### Cell outlines without signal wires, run 1

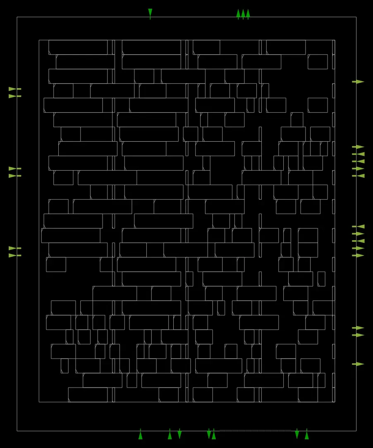
### Cells by drive strength, run 1

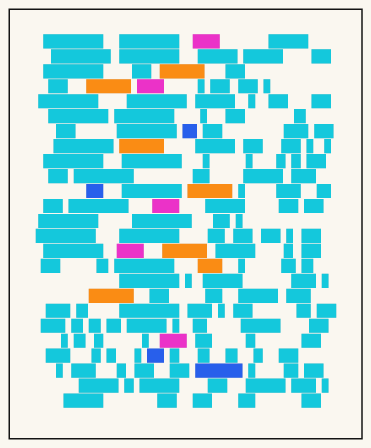
### Local utilization, run 1

The die is cut into 6 by 8 equal tiles; white is low, dark blue is high, 0 to 100% covered.
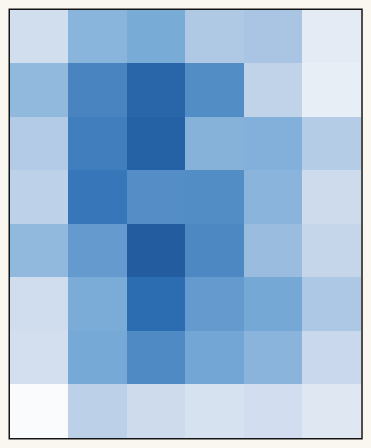
==> config.mk <==
export PLATFORM = sky130hd
export DESIGN_NAME = fifo_umbral_param
export DESIGN_NICKNAME = d
export VERILOG_FILES = /design/src/rtl/fifo_umbral_param.sv
export SDC_FILE = /design/constraint.sdc
export NUM_CORES = 1
export LEC_CHECK = 0
export ABC_CLOCK_PERIOD_IN_PS = 4300
export CAP_MARGIN = 20
export CELL_PAD_IN_SITES_DETAIL_PLACEMENT = 1
export CELL_PAD_IN_SITES_GLOBAL_PLACEMENT = 1
export CORE_ASPECT_RATIO = 1.25
export CORE_MARGIN = 4
export CORE_UTILIZATION = 45
export DETAILED_ROUTE_END_ITERATION = 6
export PLACE_DENSITY_LB_ADDON = 0.1
export SYNTH_ARGS = -nofsm -noshare
export SYNTH_HDL_FRONTEND = slang
export SYNTH_SLANG_ARGS = --single-unit
export TNS_END_PERCENT = 5
==> constraint.sdc <==
create_clock -name clk -period 4.3 [get_ports clk]
set_input_delay 0.645 -clock clk [delete_from_list [all_inputs] [get_ports clk]]
set_output_delay 0.645 -clock clk [all_outputs]
set_load 0.02 [all_outputs]
==> results.sh, run 1 <==
# implementation run metrics
export IMPL_clk_root_buffer_cell="sky130_fd_sc_hd__clkbuf_8"
export IMPL_route_met3_wl_um=150
export IMPL_cts_htree_levels=2
export IMPL_synth_area_mm2=0.00175
export IMPL_run_status="completed"
export IMPL_postSynthRegisterBits=39
export IMPL_critPathMostFrequentCell="sky130_fd_sc_hd__clkdlybuf4s50_1"
export IMPL_setup_cp_type="input pin to output pin"
export IMPL_drt_pass1_iter_count=3
export IMPL_p_comb_share_pct=37.1
export IMPL_pwr_density_cell_mw_per_mm2=567
export IMPL_asr_flop_ratio_synth_pct=0
export IMPL_most_instantiated_logic_cell_after_routing="sky130_fd_sc_hd__clkdlybuf4s50_1"
export IMPL_worst_setup_path_start_kind="input pin"
export IMPL_number_of_enable_flip_flop_cells=24
export IMPL_worstSetupEndpointType="output pin"
export IMPL_drt_iter0_drc=20
export IMPL_mi_logic_area_um2=653
export IMPL_yosys_cells=126
export IMPL_final_max_slew_viol_count=0
export IMPL_setup_violations_final=0
## Picture notes: 'Cell outlines without signal wires'
post-layout util: 57.4%
Rows: 25
area of the core: 0.00378 mm²
registers: 39

## Picture notes: 'Cells by drive strength'
[orange] x2 | cells: 7 | share: 4.4% | most used: mux4_2
[blue] x3 and x4 | cells: 4 | share: 2.5% | most used: clkinv_4
[magenta] x6 and larger | cells: 5 | share: 3.2% | most used: clkbuf_8
[cyan] x1 and smaller | cells: 142 | share: 90% | most used: clkdlybuf4s50_1
PnR worst setup slack: 1.15 ns
non-clock buffer instance count of the final layout: 30
synth-to-layout area growth: 24.0%
post-route design area: 0.00217 mm²

## Picture notes: 'Local utilization'
densest ninth of the die: middle
tiles over 75% full: 8.3%
fullest tile: 82%
mean over tiles: 42%
effective utilization at floorplan: 46.3%

==> run 1: area by class of cell <==
type	instances	area share (%)
timing repair buffer	30	13.8
tap	54	3.11
multi-input combinational	71	30.1
inverter	10	1.73
clock buffer	5	3.17
sequential	39	47.0
clock inverter	3	1.15
==> run 1: layer usage <==
| layer | global-route usage, % | vias up |
|---|---|---|
| met5 | 0 | - |
| met1 | 13.7 | 524 |
| li1 | - | 511 |
| met3 | 3.76 | 7 |
| met2 | 25.7 | 25 |
| met4 | 7.13 | 0 |
==> run 1: cell families after synthesis <==
family / share of synthesized area (%)
fa+ha+maj: 8.99
buf+inv: 4.50
xor+xnor: 2.00
compound gates: 5.28
mux: 11.7
simple gates: 9.28
flops: 58.2
==> run 1: through the flow <==
stage               instance area [µm²]  power (µW)  hold WS (ns)
global placement                   2080         980         0.433
finish                             2170        1230         0.481
CTS                                2170        1260         0.496
detailed placement                 2080        1010         0.460
floorplan                          1750         838         0.487
global route                       2170        1320         0.518
==> run 1: critical path: cells and delay by family <==
family                   cells  cell delay (ns)
AND-OR/OR-AND                2             0.29
adder cells (fa/ha/maj)      1             0.30
buffers and inverters        3             1.12
AND/OR/NAND/NOR              1             0.14
==> run 1: power groups by stage <==
stage	Clock, µW	Sequential [µW]	Combinational [µW]
floorplan	0	534	304
global placement	0	537	443
detailed placement	0	541	464
CTS	257	533	466
global route	279	542	500
finish	248	527	458
==> run 1: cells in the mapped netlist (all sizes together), types with 2 or more instances <==
cell | n | area (µm²)
or3 | 2 | 12.5
nand3b | 2 | 15.0
ha | 11 | 138
xor2 | 4 | 35.0
nand2b | 2 | 12.5
clkbuf | 2 | 7.51
dfxtp | 15 | 300
and2 | 4 | 25.0
mux4 | 6 | 135
a21oi | 4 | 20.0
mux2i | 7 | 70.1
inv | 10 | 37.5
o21ai | 4 | 20.0
buf | 4 | 33.8
a21o | 2 | 15.0
edfxtp | 24 | 721
nor3 | 2 | 10.0
nor2 | 12 | 45.0
### Pin map, run 1

Scale bar: 20 µm. Pins as bars across the die edge, other pins in grey.
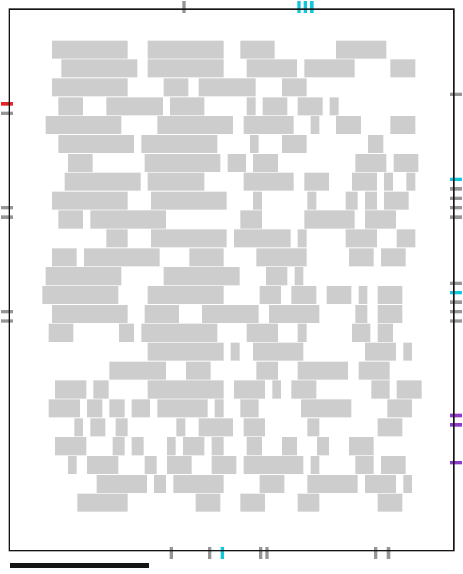

==> inputs of run 2 (changes only) <==
ABC_CLOCK_PERIOD_IN_PS = 2900   (was 4300)
CORE_UTILIZATION = 42   (was 45)
clock period = 2.9 ns   (was 4.3 ns; I/O delays follow)
### Pin map, run 2

Scale bar: 20 µm. Pins as bars across the die edge, other pins in grey.
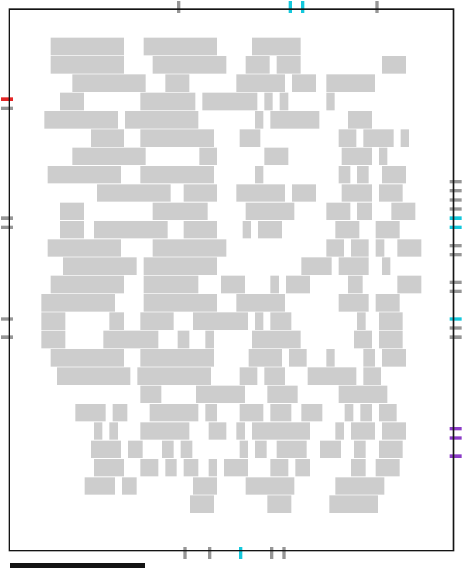
[red] `clk` | pins: 1 | direction: input | edge: left
[purple] `count` | pins: 3 | direction: output | edge: right
[cyan] `data_out` | pins: 6 | direction: output | edge: 3 right, 2 top, 1 bottom
all pins by edge: 16 right, 6 left, 5 bottom, 4 top
height of the die: 80.2 µm
quantity of I/O buffers inserted on ports: 30
Die X-Extent: 65.8 µm

==> results.sh, run 2 <==
# implementation run metrics
export IMPL_postSynthRegisterBits=39
export IMPL_pwr_density_cell_mw_per_mm2=846
export IMPL_clk_root_buffer_cell="sky130_fd_sc_hd__clkbuf_8"
export IMPL_path_delay_family="buffers and inverters"
export IMPL_setup_cp_type="input pin to output pin"
export IMPL_worst_setup_path_start_kind="input pin"
export IMPL_finalClockSkew_ns=0.00866
export IMPL_post_synth_most_frequent_cells="24 x sky130_fd_sc_hd__edfxtp_1, 15 x sky130_fd_sc_hd__dfxtp_1, 12 x sky130_fd_sc_hd__nor2_1, 11 x sky130_fd_sc_hd__ha_1, 10 x sky130_fd_sc_hd__inv_1"
export IMPL_insertedDiodeCount=0
export IMPL_cts_htree_levels=2
export IMPL_post_synth_fa_ha_maj_area_fraction_pct=8.99
export IMPL_fp_row_count=26
export IMPL_globalplace_congestion=0.683
export IMPL_most_common_cell="sky130_fd_sc_hd__edfxtp_1"
export IMPL_most_instantiated_logic_cell_after_routing="sky130_fd_sc_hd__clkdlybuf4s50_1"
export IMPL_worstSetupEndpointType="output pin"
export IMPL_synthXorXnorAreaFrac_pct=2.00
export IMPL_timing_critical_path_buf_inv=3
export IMPL_most_common_layout_cells="30 x sky130_fd_sc_hd__clkdlybuf4s50_1, 24 x sky130_fd_sc_hd__edfxtp_1, 15 x sky130_fd_sc_hd__dfxtp_1"
export IMPL_run_status="completed"
export IMPL_drt_iter0_drc=28
export IMPL_final_max_slew_viol_count=0
export IMPL_netlist_top_cells_area="sky130_fd_sc_hd__edfxtp_1 41%, sky130_fd_sc_hd__dfxtp_1 17%, sky130_fd_sc_hd__ha_1 7.9%"
export IMPL_simple_gate_share_pct=9.28
export IMPL_mi_logic_area_um2=653
export IMPL_total_switching_power_uw=641
export IMPL_yosys_cells=126
export IMPL_post_synth_top_area_cell="sky130_fd_sc_hd__edfxtp_1"
export IMPL_critPathMostFrequentCell="sky130_fd_sc_hd__clkdlybuf4s50_1"
export IMPL_totalWireLength_mm=3.29
export IMPL_place_detailed_instances=210
export IMPL_setup_violations_final=0
export IMPL_slew_limit_headroom_pct=67.3
export IMPL_drt_pass1_iter_count=4
export IMPL_topCombFamilyByArea="multiplexers"
export IMPL_aoi_share_pct=5.28
export IMPL_synthMuxAreaShare_pct=11.7
export IMPL_synth_largest_type_area_fraction_pct=41.1
export IMPL_asr_flop_ratio_synth_pct=0
export IMPL_clock_power_share_pct=20.1
export IMPL_synth_area_mm2=0.00175
export IMPL_p_comb_share_pct=39.8
export IMPL_drive_above_1_share_pct=12.3
export IMPL_layout_area_overhead_vs_synth_pct=25.8
export IMPL_grt_first_pass_wirelength_mm=5.42
export IMPL_crit_cells=7
### Local utilization, run 2

The die is cut into 7 by 8 equal tiles; white is low, dark blue is high, 0 to 100% covered.
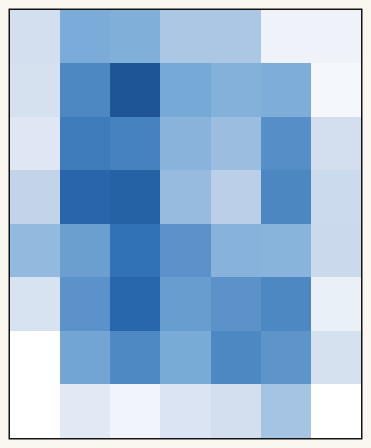
nearly empty tiles: 5.4%
fullest tile: 85%
tiles over 75% full: 7.1%
mean over tiles: 40%
post-layout util: 54.2%
effective utilization at floorplan: 43.1%
area of the core: 0.00407 mm²

-- run 2: cell count changes in the layout (fill, tap and decap cells not counted) --
cell and delta:
sky130_fd_sc_hd__inv_6 +1, sky130_fd_sc_hd__clkinv_4 -2, sky130_fd_sc_hd__clkinvlp_4 +1, sky130_fd_sc_hd__buf_4 +4
-- run 2: area by class of cell --
cell class / count / share of cell area (%)
inverters: 10 / 1.70
flip-flops and latches: 39 / 46.3
clock buffers: 5 / 3.12
repair buffers: 34 / 15.0
clock inverters: 3 / 1.08
well taps: 56 / 3.18
multi-input cells: 71 / 29.6
-- run 2: metrics by stage --
stage	total power (µW)	hold WS (ns)	cell area, µm²	setup slack (ns)
final	1870	0.460	2200	0.162
after global routing	1990	0.498	2200	0.0487
after CTS	1890	0.467	2200	0.153
after detailed placement	1520	0.453	2110	0.153
after global placement	1480	0.434	2110	0.231
after floorplan	1240	0.487	1750	0.703
-- run 2: routing by layer --
metal / share of wire (%) / track usage [%] / up-vias
met5: 0 / 0 / -
met4: 0.85 / 4.36 / 0
met3: 5.4 / 4.34 / 5
met2: 53 / 24.3 / 27
met1: 41 / 15.2 / 530
li1: - / - / 519
-- run 2: logic make-up (layout without fill, tap and decap cells) --
kind of cell | Yosys count | after routing
AOI/OAI and AO/OA | 14 | 14
xor gates and xnor gates | 4 | 4
adders and majority gates | 12 | 12
buffers and inverters | 16 | 52
DFF | 39 | 39
muxes | 13 | 13
and+or+nand+nor | 28 | 28
-- run 2: worst register-to-register path: stages, from the launching register on --
cell	delay (ns)
sky130_fd_sc_hd__dfxtp_1	0.36
sky130_fd_sc_hd__buf_4	0.19
sky130_fd_sc_hd__o31ai_2	0.23
sky130_fd_sc_hd__ha_1	0.22
sky130_fd_sc_hd__inv_1	0.06
sky130_fd_sc_hd__fa_1	0.37
sky130_fd_sc_hd__xor2_1	0.16
sky130_fd_sc_hd__or3_1	0.30
sky130_fd_sc_hd__a21oi_1	0.14
-- run 2: power groups by stage --
stage                     logic [µW]  registers [µW]  clock network [µW]
after detailed placement         753             764                   0
after CTS                        757             752                 384
after global routing             813             765                 417
after global placement           720             759                   0
after floorplan                  451             792                   0
final                            743             746                 376
Power figures rest on the tool's default switching activity, not on a simulated workload.
